Fig. 1: run 1, clock network drawn from the DEF
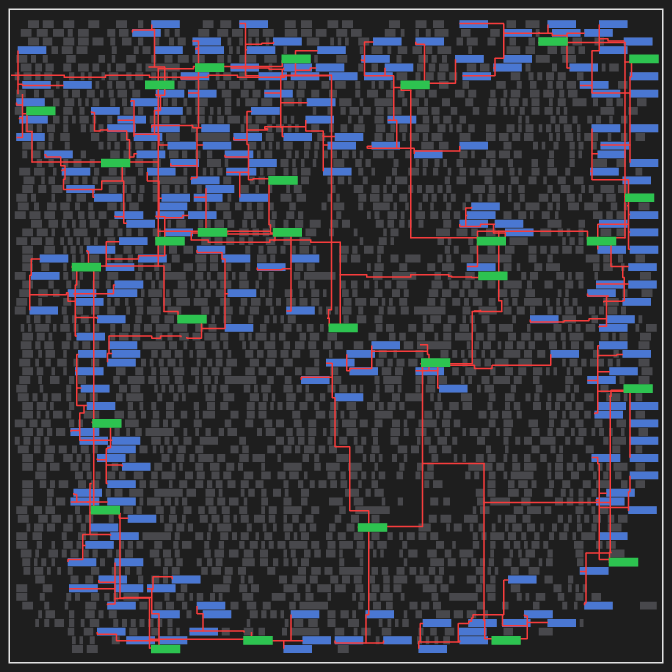
Fig. 2: run 1, drive-strength map
The bar under the picture is 50 µm long.
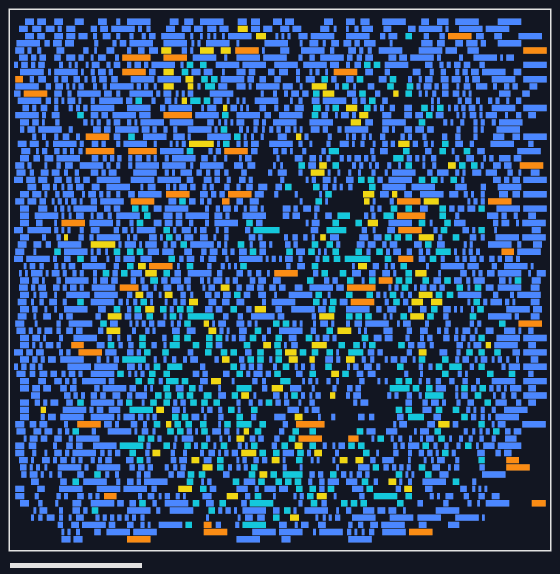
Fig. 3: run 1, I/O pins on the die edge
Pins as bars across the die edge, other pins in gray.
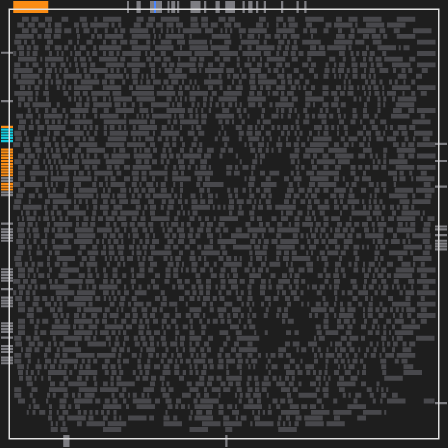
<file path="src/rtl/mul_execute_if.sv">
// Execute-stage <-> multiply unit signal bundle: issue side from decode/execute,
// completion side back to writeback, plus the stall/flush controls.
interface mul_execute_if;
  logic [31:0] operand1_execute;
  logic [31:0] operand2_execute;
  logic        mul_execute;
  logic [4:0]  execute_type_execute;
  logic [4:0]  rd_execute;
  logic        reg_write_execute;
  logic        flush;
  logic        mul_stall;
  logic        mul_valid;
  logic [31:0] mul_result;
  logic [4:0]  mul_rd;
  logic        mul_reg_write;

  modport master (
    output operand1_execute, operand2_execute, mul_execute, execute_type_execute,
    output rd_execute, reg_write_execute, flush,
    input  mul_stall, mul_valid, mul_result, mul_rd, mul_reg_write
  );

  modport slave (
    input  operand1_execute, operand2_execute, mul_execute, execute_type_execute,
    input  rd_execute, reg_write_execute, flush,
    output mul_stall, mul_valid, mul_result, mul_rd, mul_reg_write
  );
endinterface

</file>
<file path="src/rtl/mul_execute_unit.sv">
// Sequential shift-add multiplier for MUL/MULH/MULHSU/MULHU: fixed 32-cycle
// magnitude multiply, sign applied at the end, one-cycle result strobe.
module mul_execute_unit (
  input  logic         clk,
  input  logic         rst_n,
  mul_execute_if.slave bus
);

  typedef enum logic [1:0] {IDLE = 2'd0, BUSY = 2'd1, DONE = 2'd2} state_t;

  state_t      state_r;
  logic [4:0]  count_r;
  logic [63:0] acc_r;
  logic [63:0] mcand_r;
  logic [31:0] mplier_r;
  logic        neg_r;
  logic        high_sel_r;
  logic [4:0]  rd_r;
  logic        reg_write_r;
  logic        valid_r;
  logic [31:0] result_r;
  logic [4:0]  mul_rd_r;
  logic        mul_wr_r;

  logic        op1_signed_s;
  logic        op2_signed_s;
  logic        high_sel_s;
  logic        sign1_s;
  logic        sign2_s;
  logic        accept_s;
  logic [63:0] acc_sum_s;
  logic [63:0] product_s;

  // Magnitude of an operand; 0x80000000 negates to itself, read as unsigned.
  function automatic logic [31:0] magnitude(input logic [31:0] v, input logic is_signed);
    if (is_signed && v[31]) begin
      return ~v + 32'd1;
    end else begin
      return v;
    end
  endfunction

  function automatic logic [63:0] negate64(input logic [63:0] v);
    return ~v + 64'd1;
  endfunction

  // Operand signedness and result-half selection per op code.
  always_comb begin
    op1_signed_s = 1'b1;
    op2_signed_s = 1'b1;
    high_sel_s   = 1'b0;
    case (bus.execute_type_execute)
      5'd1: begin op1_signed_s = 1'b1; op2_signed_s = 1'b1; high_sel_s = 1'b1; end
      5'd2: begin op1_signed_s = 1'b1; op2_signed_s = 1'b0; high_sel_s = 1'b1; end
      5'd3: begin op1_signed_s = 1'b0; op2_signed_s = 1'b0; high_sel_s = 1'b1; end
      default: begin op1_signed_s = 1'b1; op2_signed_s = 1'b1; high_sel_s = 1'b0; end
    endcase
  end

  assign sign1_s   = op1_signed_s & bus.operand1_execute[31];
  assign sign2_s   = op2_signed_s & bus.operand2_execute[31];
  assign accept_s  = (state_r == IDLE) & bus.mul_execute & ~bus.flush;
  assign acc_sum_s = acc_r + (mplier_r[0] ? mcand_r : 64'd0);
  assign product_s = neg_r ? negate64(acc_sum_s) : acc_sum_s;

  // Stall is combinational so decode holds in the accepting cycle; released in DONE.
  assign bus.mul_stall     = accept_s | ((state_r == BUSY) & ~bus.flush);
  assign bus.mul_valid     = valid_r & ~bus.flush;
  assign bus.mul_result    = result_r;
  assign bus.mul_rd        = mul_rd_r;
  assign bus.mul_reg_write = mul_wr_r & bus.mul_valid;

  // Control FSM, datapath registers and registered result outputs.
  always_ff @(posedge clk or negedge rst_n) begin
    if (!rst_n) begin
      state_r     <= IDLE;
      count_r     <= 5'd0;
      acc_r       <= 64'd0;
      mcand_r     <= 64'd0;
      mplier_r    <= 32'd0;
      neg_r       <= 1'b0;
      high_sel_r  <= 1'b0;
      rd_r        <= 5'd0;
      reg_write_r <= 1'b0;
      valid_r     <= 1'b0;
      result_r    <= 32'd0;
      mul_rd_r    <= 5'd0;
      mul_wr_r    <= 1'b0;
    end else if (bus.flush) begin
      state_r <= IDLE;
      count_r <= 5'd0;
      valid_r <= 1'b0;
    end else begin
      case (state_r)
        IDLE: begin
          valid_r <= 1'b0;
          if (bus.mul_execute) begin
            high_sel_r  <= high_sel_s;
            rd_r        <= bus.rd_execute;
            reg_write_r <= bus.reg_write_execute;
            neg_r       <= sign1_s ^ sign2_s;
            mcand_r     <= {32'd0, magnitude(bus.operand1_execute, op1_signed_s)};
            mplier_r    <= magnitude(bus.operand2_execute, op2_signed_s);
            acc_r       <= 64'd0;
            count_r     <= 5'd0;
            state_r     <= BUSY;
          end
        end
        BUSY: begin
          acc_r    <= acc_sum_s;
          mcand_r  <= {mcand_r[62:0], 1'b0};
          mplier_r <= {1'b0, mplier_r[31:1]};
          count_r  <= count_r + 5'd1;
          if (count_r == 5'd31) begin
            state_r  <= DONE;
            valid_r  <= 1'b1;
            result_r <= high_sel_r ? product_s[63:32] : product_s[31:0];
            mul_rd_r <= rd_r;
            mul_wr_r <= reg_write_r;
          end
        end
        DONE: begin
          valid_r <= 1'b0;
          state_r <= IDLE;
        end
        default: begin
          valid_r <= 1'b0;
          state_r <= IDLE;
        end
      endcase
    end
  end

endmodule

</file>
<file path="src/flat_wrapper.sv">
// flat-port wrapper written by rule: the top's interface ports become plain ports
module mul_execute_unit_flat 
  (clk, rst_n, bus_operand1_execute, bus_operand2_execute, bus_mul_execute, bus_execute_type_execute, bus_rd_execute, bus_reg_write_execute, bus_flush, bus_mul_stall, bus_mul_valid, bus_mul_result, bus_mul_rd, bus_mul_reg_write);
  mul_execute_if bus_i ();
  input  logic clk;
  input  logic rst_n;
  input wire logic [$bits(bus_i.operand1_execute)-1:0] bus_operand1_execute;
  input wire logic [$bits(bus_i.operand2_execute)-1:0] bus_operand2_execute;
  input wire logic [$bits(bus_i.mul_execute)-1:0] bus_mul_execute;
  input wire logic [$bits(bus_i.execute_type_execute)-1:0] bus_execute_type_execute;
  input wire logic [$bits(bus_i.rd_execute)-1:0] bus_rd_execute;
  input wire logic [$bits(bus_i.reg_write_execute)-1:0] bus_reg_write_execute;
  input wire logic [$bits(bus_i.flush)-1:0] bus_flush;
  output wire logic [$bits(bus_i.mul_stall)-1:0] bus_mul_stall;
  output wire logic [$bits(bus_i.mul_valid)-1:0] bus_mul_valid;
  output wire logic [$bits(bus_i.mul_result)-1:0] bus_mul_result;
  output wire logic [$bits(bus_i.mul_rd)-1:0] bus_mul_rd;
  output wire logic [$bits(bus_i.mul_reg_write)-1:0] bus_mul_reg_write;
  assign bus_i.operand1_execute = bus_operand1_execute;
  assign bus_i.operand2_execute = bus_operand2_execute;
  assign bus_i.mul_execute = bus_mul_execute;
  assign bus_i.execute_type_execute = bus_execute_type_execute;
  assign bus_i.rd_execute = bus_rd_execute;
  assign bus_i.reg_write_execute = bus_reg_write_execute;
  assign bus_i.flush = bus_flush;
  assign bus_mul_stall = bus_i.mul_stall;
  assign bus_mul_valid = bus_i.mul_valid;
  assign bus_mul_result = bus_i.mul_result;
  assign bus_mul_rd = bus_i.mul_rd;
  assign bus_mul_reg_write = bus_i.mul_reg_write;
  mul_execute_unit u_core (.clk(clk), .rst_n(rst_n), .bus(bus_i));
endmodule
</file>
<file path="config.mk">
export PLATFORM = sky130hd
export DESIGN_NAME = mul_execute_unit_flat
export DESIGN_NICKNAME = d
export VERILOG_FILES = /design/src/rtl/mul_execute_if.sv /design/src/rtl/mul_execute_unit.sv /design/src/flat_wrapper.sv
export SDC_FILE = /design/constraint.sdc
export NUM_CORES = 1
export LEC_CHECK = 0
export ABC_CLOCK_PERIOD_IN_PS = 4900
export CELL_PAD_IN_SITES_DETAIL_PLACEMENT = 1
export CELL_PAD_IN_SITES_GLOBAL_PLACEMENT = 1
export CORE_UTILIZATION = 41
export CTS_CLUSTER_SIZE = 25
export DETAILED_ROUTE_END_ITERATION = 10
export PLACE_DENSITY = 0.78
export SYNTH_ARGS = -nofsm -noshare
export SYNTH_HDL_FRONTEND = slang
export SYNTH_SLANG_ARGS = --single-unit
</file>
<file path="constraint.sdc">
create_clock -name clk -period 4.9 [get_ports clk]
set_input_delay 1.47 -clock clk [delete_from_list [all_inputs] [get_ports clk]]
set_output_delay 1.47 -clock clk [all_outputs]
set_load 0.02 [all_outputs]
</file>
==> flow_summary.json, run 1 <==
{
  "relSlewSlack": 0.266,
  "ys_area_um2": 16800,
  "worstReg2RegStart": "u_core.mplier_r[0]",
  "fillers": 4751,
  "hold_viol_final": 0,
  "drive_above_1_share": 0.203,
  "ff2ff_path_depth": 16,
  "overflow": 0,
  "power.total_mw": 7.59,
  "clk_path_buf_depth": 3,
  "drc": 0,
  "required_ns": 5.38,
  "area_growth_pct": 32.6,
  "crit_end": "u_core.bus.mul_result[30]",
  "synth_cell_types": 80,
  "edf_count": 0,
  "ctsHoldBuffers": 0,
  "dpl-instance-area_um2": 20600,
  "ys_cells": 2093,
  "cpLargestDelayFamily": "simple AND/OR/NAND/NOR gates",
  "cts_buffers": 28,
  "vias_per_cell": 6.12,
  "cp-end-kind": "flip-flop",
  "synth_cells": 2093,
  "wl_met2_um": 34200,
  "power.density_nw_per_um2": 341,
  "worstSetupPathType": "reg2reg",
  "portBuffers": 118,
  "ys_seq_frac": 0.319,
  "num_io_pins": 119,
  "synth.avg_cell_area_um2": 8.02,
  "synth-xor-area-share": 0.0642,
  "finClkSkew_ns": 0.0244,
  "rsz0062_at_grt": "true",
  "outcome": "finished, final reports clean",
  "cp.arrival_ns": 5.38,
  "postCtsSetupBuffers": 2,
  "chipArea_um2": 41800,
  "wl_met1_um": 30300,
  "synth_simple_gate_area_share": 0.211,
  "logic_family": "AND-OR/OR-AND gates",
  "netlist_area_um2": 16800,
  "vias": 18300,
  "cts_tree": "done",
  "clkTransAtPathRegs_ns": 0.06,
  "ant_nets": 0,
  "adder_share": 0.0519,
  "period_used_share": 0.999,
  "grt_max_degree": 99,
  "highest_layer": "met4",
  "cts_repair_resize_count": 36,
  "final_util": 0.555,
  "die_h_um": 204,
  "final_nets": 2596,
  "cpMaxStageDelayCell": "dfrtp_2",
  "layout.cells.non_filler": 2993,
  "setup_viol": 0,
  "wl_per_cell_um": 23.4,
  "row_count": 73,
  "route.met3.wl_um": 2920,
  "floorplan.core_util": 0.419,
  "ys.flops": 214,
  "fin_area_um2": 22300,
  "root_buffer": "clkbuf_16",
  "async_reset_ff_frac": 1.00,
  "wl_um": 70000,
  "critPathLaunchType": "flip-flop",
  "core_um2": 40100,
  "max_slew.worst_pin.slew_ns": 1.10,
  "drtIter0Drc": 1138,
  "grt_usage": 0.333,
  "timing.fmax_ghz": 0.204,
  "place_congestion": 1.00,
  "r2r_slack_ns": 0.004,
  "die_w_um": 204,
  "flop_cell": "dfrtp_1",
  "aoi_share": 0.300,
  "diodes": 0,
  "path_cells": "buf_12 -> and2_1 -> ha_1 -> a21oi_1 -> o21ai_0 -> a221o_1 -> buf_4 -> or4_1 -> a32oi_1 -> buf_4 -> nand4b_1 -> nor4_4 -> nand3_2 -> or3_1 -> or3_1 -> a32o_1",
  "warnings": 27,
  "clkLatencyLatePin_ns": 0.59,
  "placedCellCount": 2931,
  "period_needed_ns": 4.90,
  "path_buffers": 3,
  "max_stage_delay_ns": 0.45,
  "grt_pass1_wl_um": 109000,
  "yosysWarnings": 0,
  "max_cap_viol_count": 0,
  "p_leak_nw": 10.2,
  "peakVddDrop_uv": 290,
  "hpwl_um": 52900,
  "r2r_end": "u_core.bus.mul_result[30]",
  "worst-path-stages": 16,
  "antenna_found_initial": 1,
  "drt_first_pass_iters": 5,
  "drv_slew": 0,
  "ys_sh_mux": 0.0157,
  "fin_setup_tns_ns": 0,
  "cts-htree-levels": 1,
  "grt_pass1_vias": 19300,
  "worst_hold_path_type": "reg2reg",
  "startpoint": "u_core.mplier_r[0]",
  "clock_sinks": 214,
  "cp_max_fo": 30,
  "fp_nets": 2241
}
-- Fig. 1 (at the start) --
green -> clock drivers  # count 28
blue -> flip-flops  # count 214
red -> clock wires  # length 3,500 µm
flops lie = spread over the die

-- Fig. 2 (at the start) --
cyan -> _3 and _4 cells  # cells 365, share 15%
blue -> _0 and _1 cells  # cells 1,967, share 80%
orange -> _6 and larger  # cells 47, share 1.9%
yellow -> _2 cells  # cells 89, share 3.6%

-- Fig. 3 (at the start) --
orange -> bus_operand2_execute  # pins 32, direction input, edge 18 top, 14 left
blue -> bus_mul_reg_write  # pins 1, direction output, edge top
cyan -> bus_execute_type_execute  # pins 5, direction input, edge left
all pins by edge = 52 left, 52 top, 11 right, 4 bottom

run 1: report_power, final:
group	internal, mW	total (mW)	switching (mW)
logic	1.30	3.05	1.75
clock network	1.48	2.35	0.873
registers	1.98	2.18	0.199
run 1: metrics by stage:
step	hold WS [ns]	worst slack, ns
2_1_floorplan	0.435	0.00359
3_3_place_gp	0.445	-0.177
3_5_place_dp	0.459	-0.278
4_1_cts	0.482	0.00447
5_1_grt	0.492	-0.142
6_report	0.479	0.00356
run 1: flip-flops by register name, indices dropped and copies added (netlist names):
register and flops:
u_core.acc_r 64, u_core.mcand_r 64, u_core.bus.mul_result 32, u_core.mplier_r 32
u_core.bus.mul_rd 5, u_core.count_r 5, u_core.rd_r 5, u_core.state_r 2
u_core.high_sel_r 1, u_core.mul_wr_r 1, u_core.neg_r 1, u_core.reg_write_r 1
u_core.valid_r 1
run 1: area by class of cell:
cell class / count / area (µm²) / share of cell area
Clock buffer: 35 / 767 / 0.0345
Clock inverter: 15 / 279 / 0.0125
Timing Repair Buffer: 453 / 3720 / 0.167
Tap cell: 525 / 657 / 0.0295
Sequential cell: 214 / 5360 / 0.241
Multi-Input combinational cell: 1718 / 11300 / 0.510
Inverter: 33 / 124 / 0.00556
run 1: synth_stat cells (32+ instances only):
| master | number | area (µm²) |
|---|---|---|
| dfrtp_1 | 214 | 5360 |
| a21oi_1 | 246 | 1230 |
| and2_1 | 81 | 507 |
| a22o_1 | 76 | 666 |
| nor3_1 | 56 | 280 |
| xor2_1 | 64 | 561 |
| nor2_1 | 146 | 548 |
| clkbuf_1 | 112 | 420 |
| inv_1 | 32 | 120 |
| xnor2_1 | 59 | 517 |
| o21ai_0 | 161 | 806 |
| nand2_1 | 217 | 815 |
| ha_1 | 68 | 851 |
| a21o_1 | 88 | 661 |
| or3_1 | 37 | 231 |
| nand3_1 | 52 | 260 |
run 1: layout by cell type, fill, tap and decap left out, types with 18 or more instances in the layout:
master and n:
a21o_1 88, a21oi_1 230, a21oi_2 18, a22o_1 76, a31oi_1 19, and2_1 80, and3_1 19, buf_4 332
clkbuf_16 28, clkdlybuf4s50_1 117, dfrtp_1 212, ha_1 59, inv_1 32, nand2_1 215, nand3_1 51, nand4_1 28
nor2_1 140, nor3_1 49, o211ai_1 19, o21ai_0 145, o21ai_1 19, o31ai_1 28, or3_1 34, xnor2_1 57
xor2_1 63
run 1: per-layer routing:
metal / vias up / GRT usage
met5: - / 0
met4: 0 / 0.118
met3: 132 / 0.0327
met2: 471 / 0.578
met1: 9268 / 0.428
li1: 8442 / -
run 1: worst min path at each step:
stage	slack (ns)	end	start	depth (start not counted)
after detailed placement	0.46	u_core.mplier_r[2]	u_core.mplier_r[2]	1
final	0.48	u_core.bus.mul_result[12]	u_core.bus.mul_result[12]	1
after floorplan	0.43	u_core.bus.mul_rd[0]	u_core.rd_r[0]	2
after global routing	0.49	u_core.mplier_r[11]	u_core.mplier_r[11]	1
after CTS	0.48	u_core.mplier_r[25]	u_core.mplier_r[25]	1
after global placement	0.44	u_core.bus.mul_rd[0]	u_core.rd_r[0]	2
==> inputs of run 2 (changes only) <==
--- a/config.mk
+++ b/config.mk
@@ -5,13 +5,14 @@
 export SDC_FILE = /design/constraint.sdc
 export NUM_CORES = 1
 export LEC_CHECK = 0
-export ABC_CLOCK_PERIOD_IN_PS = 4900
+export ABC_CLOCK_PERIOD_IN_PS = 6100
 export CELL_PAD_IN_SITES_DETAIL_PLACEMENT = 1
 export CELL_PAD_IN_SITES_GLOBAL_PLACEMENT = 1
-export CORE_UTILIZATION = 41
+export CORE_UTILIZATION = 49
 export CTS_CLUSTER_SIZE = 25
 export DETAILED_ROUTE_END_ITERATION = 10
-export PLACE_DENSITY = 0.78
+export MAX_ROUTING_LAYER = met4
+export PLACE_DENSITY = 0.88
 export SYNTH_ARGS = -nofsm -noshare
 export SYNTH_HDL_FRONTEND = slang
 export SYNTH_SLANG_ARGS = --single-unit
==> constraint.sdc (replaced) <==
create_clock -name clk -period 6.1 [get_ports clk]
set_input_delay 1.83 -clock clk [delete_from_list [all_inputs] [get_ports clk]]
set_output_delay 1.83 -clock clk [all_outputs]
set_load 0.02 [all_outputs]
Fig. 4: run 2, I/O pins on the die edge
Pins as bars across the die edge, other pins in gray.
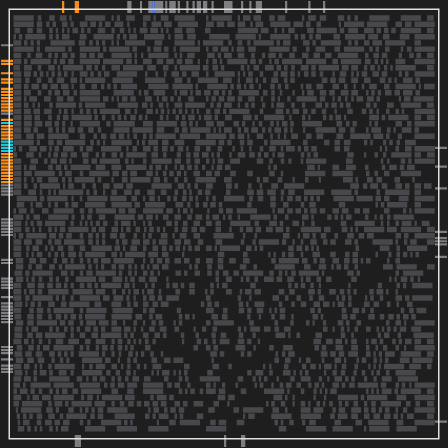
blue -> bus_mul_reg_write  # pins 1, direction output, edge top
orange -> bus_operand2_execute  # pins 32, direction input, edge 29 left, 3 top
cyan -> bus_execute_type_execute  # pins 5, direction input, edge left
all pins by edge = 67 left, 37 top, 9 right, 6 bottom

Fig. 5: run 2, drive-strength map
The bar under the picture is 50 µm long.
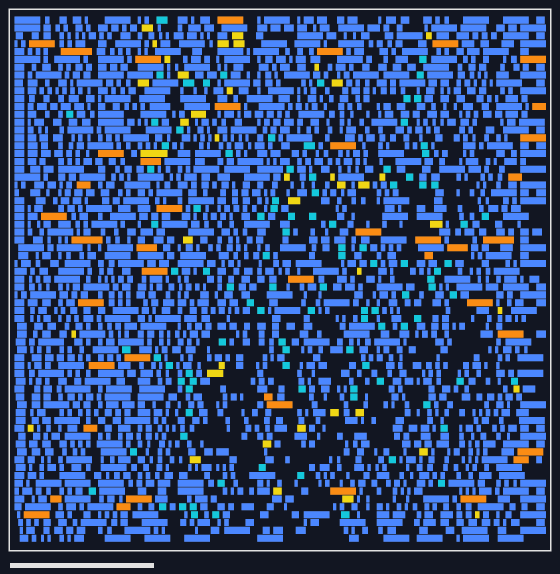
orange -> _6 and larger  # cells 42, share 1.9%
yellow -> _2 cells  # cells 40, share 1.8%
blue -> _0 and _1 cells  # cells 2,048, share 92%
cyan -> _3 and _4 cells  # cells 102, share 4.6%

Fig. 6: run 2, clock network drawn from the DEF
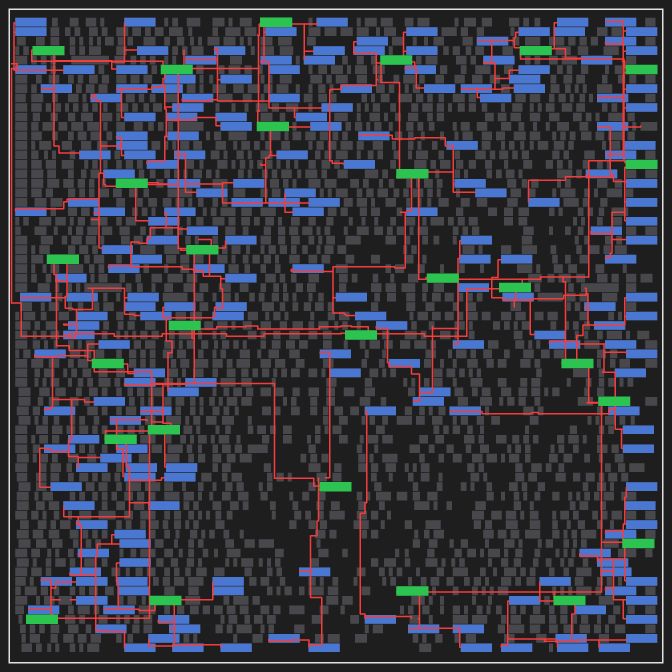
green -> clock drivers  # count 27
blue -> flip-flops  # count 214
red -> clock wires  # length 3,700 µm
flops lie = spread over the die
routed clock nets = 28

==> run 2 against run 1 <==
  * First-iteration DRC count is 71% higher
  * Via count is 2.3% higher
  * Register-to-register slack better by 0.31 ns
  * Synthesized cell count stayed put
  * Cell area is 11% lower
  * Core utilization is 3.3 points higher
  * Critical path type unchanged
  * Critical endpoint is now u_core.bus.mul_result[25]
==> flow_summary.json, run 2 <==
{
  "final_cell_mix": "a21oi_1 (246), nand2_1 (216), dfrtp_1 (213)",
  "core_um2": 33600,
  "flop_cell": "dfrtp_1",
  "max_stage_delay_ns": 0.61,
  "seqPwrFrac": 0.312,
  "num_io_pins": 119,
  "netSwitchingPower_mw": 2.33,
  "period_used_share": 0.948,
  "clkLatencyLatePin_ns": 0.59,
  "area_growth_pct": 17.7,
  "cp-end-kind": "flip-flop",
  "drive_above_1_share": 0.0824,
  "finClkSkew_ns": 0.0298,
  "logic_area_um2": 10800,
  "setup_viol": 0,
  "ys_cells": 2093,
  "power.density_nw_per_um2": 288,
  "hpwl_um": 52300,
  "worstSetupPathType": "reg2reg",
  "final_util": 0.588,
  "clock_sinks": 214,
  "chipArea_um2": 35000,
  "ys_seq_frac": 0.319,
  "grt_max_degree": 112,
  "period_needed_ns": 5.78,
  "cts-htree-levels": 1,
  "wl_um": 76100,
  "fin_setup_tns_ns": 0,
  "drt_first_pass_iters": 6,
  "async_reset_ff_frac": 1.00,
  "max_slew.worst_pin.slew_ns": 1.15,
  "warnings": 28,
  "ys_area_um2": 16800,
  "die_w_um": 187,
  "combinationalPowerShare": 0.384,
  "drv_slew": 0,
  "timing.fmax_ghz": 0.173,
  "edf_count": 0,
  "max_cap_viol_count": 0,
  "power.internal_mw": 3.37,
  "drc": 0,
  "postCtsSetupBuffers": 0,
  "worst_hold_path_type": "reg2reg",
  "die_h_um": 187,
  "fillers": 3940,
  "flop_area_um2": 5360,
  "netlist_area_um2": 16800,
  "cpMaxStageDelayCell": "or4_4",
  "grt_pass1_wl_um": 118000,
  "place_congestion": 1.00,
  "grt_pass1_vias": 19500,
  "path_cells": "and2_1 -> ha_1 -> inv_1 -> fa_1 -> nor2b_1 -> o21bai_1 -> a21boi_0 -> a32oi_2 -> a21oi_1 -> a2bb2oi_1 -> xor2_1 -> or4_1 -> or3_1 -> or4_4 -> nor2_1 -> nor3_1 -> o32a_1",
  "netlist.area_leader.share": 0.319,
  "critPathLaunchType": "flip-flop",
  "vias_per_cell": 6.99,
  "required_ns": 6.55,
  "grt_usage": 0.445,
  "relSlewSlack": 0.235,
  "peakVddDrop_uv": 289,
  "ant_nets": 0,
  "hold_slack_ns": 0.476,
  "antenna_found_initial": 2,
  "synthTopCellsByArea": "dfrtp_1 (32%), a21oi_1 (7.3%), ha_1 (5.1%)",
  "ys.flops": 214,
  "layout_top_cell": "a21oi_1",
  "synth_cell_types": 80,
  "clkTransAtPathRegs_ns": 0.07,
  "overflow": 0,
  "synth.most_common_cell": "a21oi_1",
  "root_buffer": "clkbuf_16",
  "portBuffers": 118,
  "cts_tree": "done",
  "cp_max_fo": 7,
  "clk_path_buf_depth": 3,
  "cp.arrival_ns": 6.23,
  "synth_cells": 2093,
  "row_count": 67,
  "swShare": 0.409,
  "floorplan.core_util": 0.499,
  "vias": 18700,
  "drtIter0Drc": 1941,
  "outcome": "finished, final reports clean",
  "final_nets": 2360,
  "p_leak_nw": 8.89,
  "wl_per_cell_um": 28.4,
  "cts_buffers": 27,
  "rsz0062_at_grt": "false",
  "fp_nets": 2241,
  "power_frac_clock": 0.304,
  "yosysWarnings": 0,
  "synthTopCellsByCount": "a21oi_1 (246), nand2_1 (217), dfrtp_1 (214)",
  "synth.avg_cell_area_um2": 8.02,
  "reg_top3": "u_core.acc_r: 64 flops, u_core.mcand_r: 64 flops",
  "hold_viol_final": 0,
  "top_area_cell": "dfrtp_1",
  "power.total_mw": 5.70
}
run 2: cell counts after synthesis:
Identical to the previous run, type by type.
run 2: power groups by stage:
| stage | clock (mW) | combinational [mW] | sequential (mW) |
|---|---|---|---|
| 2_1_floorplan | 0 | 1.29 | 1.69 |
| 3_3_place_gp | 0 | 1.93 | 1.75 |
| 3_5_place_dp | 0 | 2.03 | 1.77 |
| 4_1_cts | 1.73 | 2.12 | 1.76 |
| 5_1_grt | 1.77 | 2.30 | 1.78 |
| 6_report | 1.73 | 2.19 | 1.78 |
run 2: critical path: cells and delay by family (launching register included):
| kind | cells | cell delay [ns] |
|---|---|---|
| AND/OR/NAND/NOR | 7 | 2.25 |
| flip-flops | 1 | 0.46 |
| XOR/XNOR | 1 | 0.17 |
| adder cells (fa/ha/maj) | 2 | 0.69 |
| AND-OR/OR-AND | 6 | 1.99 |
| buffers and inverters | 1 | 0.08 |
run 2: cells by family after synthesis:
group / synth area share
DFF: 0.319
and+or+nand+nor: 0.211
muxes: 0.0157
xor gates and xnor gates: 0.0642
AOI/OAI and AO/OA: 0.300
buffers and inverters: 0.0385
adders and majority gates: 0.0519
run 2: what timing repair did:
action / 4_1_cts / 5_1_grt
setup endpoints to repair: 0 / 3
gates resized: 0 / 1
hold buffers: 0 / 0
run 2: area by class of cell:
cell class,instances,area share
Clock buffer,33,0.0379
Sequential cell,214,0.271
Tap cell,448,0.0284
Multi-Input combinational cell,1718,0.547
Timing Repair Buffer,218,0.0999
Antenna cell,1,0.000127
Clock inverter,16,0.00893
Inverter,33,0.00627
run 2: path summary, 6_finish.rpt:
check / from / to / slack [ns] / cells past startpoint
hold / removal: u_core.bus.mul_result[13] / u_core.bus.mul_result[13] / 0.48 / 1
min in group asynchronous: rst_n / u_core.mcand_r[22] / 1.34 / 1
setup reg to reg: u_core.mplier_r[0] / u_core.bus.mul_result[25] / 0.32 / 17
setup / recovery: u_core.mplier_r[0] / u_core.bus.mul_result[25] / 0.32 / 17
max in group asynchronous: rst_n / u_core.acc_r[7] / 3.72 / 2
hold reg to reg: u_core.bus.mul_result[13] / u_core.bus.mul_result[13] / 0.48 / 1
run 2: metrics by stage:
stage | setup WS, ns | area (µm²) | std cells
2_1_floorplan | 1.09 | 16800 | 2093
3_3_place_gp | 0.613 | 18800 | 2631
3_5_place_dp | 0.434 | 18800 | 2631
4_1_cts | 0.386 | 19800 | 2680
5_1_grt | 0.0413 | 19800 | 2681
6_report | 0.315 | 19800 | 2681
run 2: layer usage:
metal	global-route usage	part of all wire	up-vias	wire, µm
met5	-	0	-	0
met4	0.222	0.059	0	4460
met3	0.0649	0.069	337	5260
met2	0.742	0.48	1062	36900
met1	0.522	0.39	9357	29500
li1	-	-	7986	-
Power figures rest on the tool's default switching activity, not on a simulated workload.
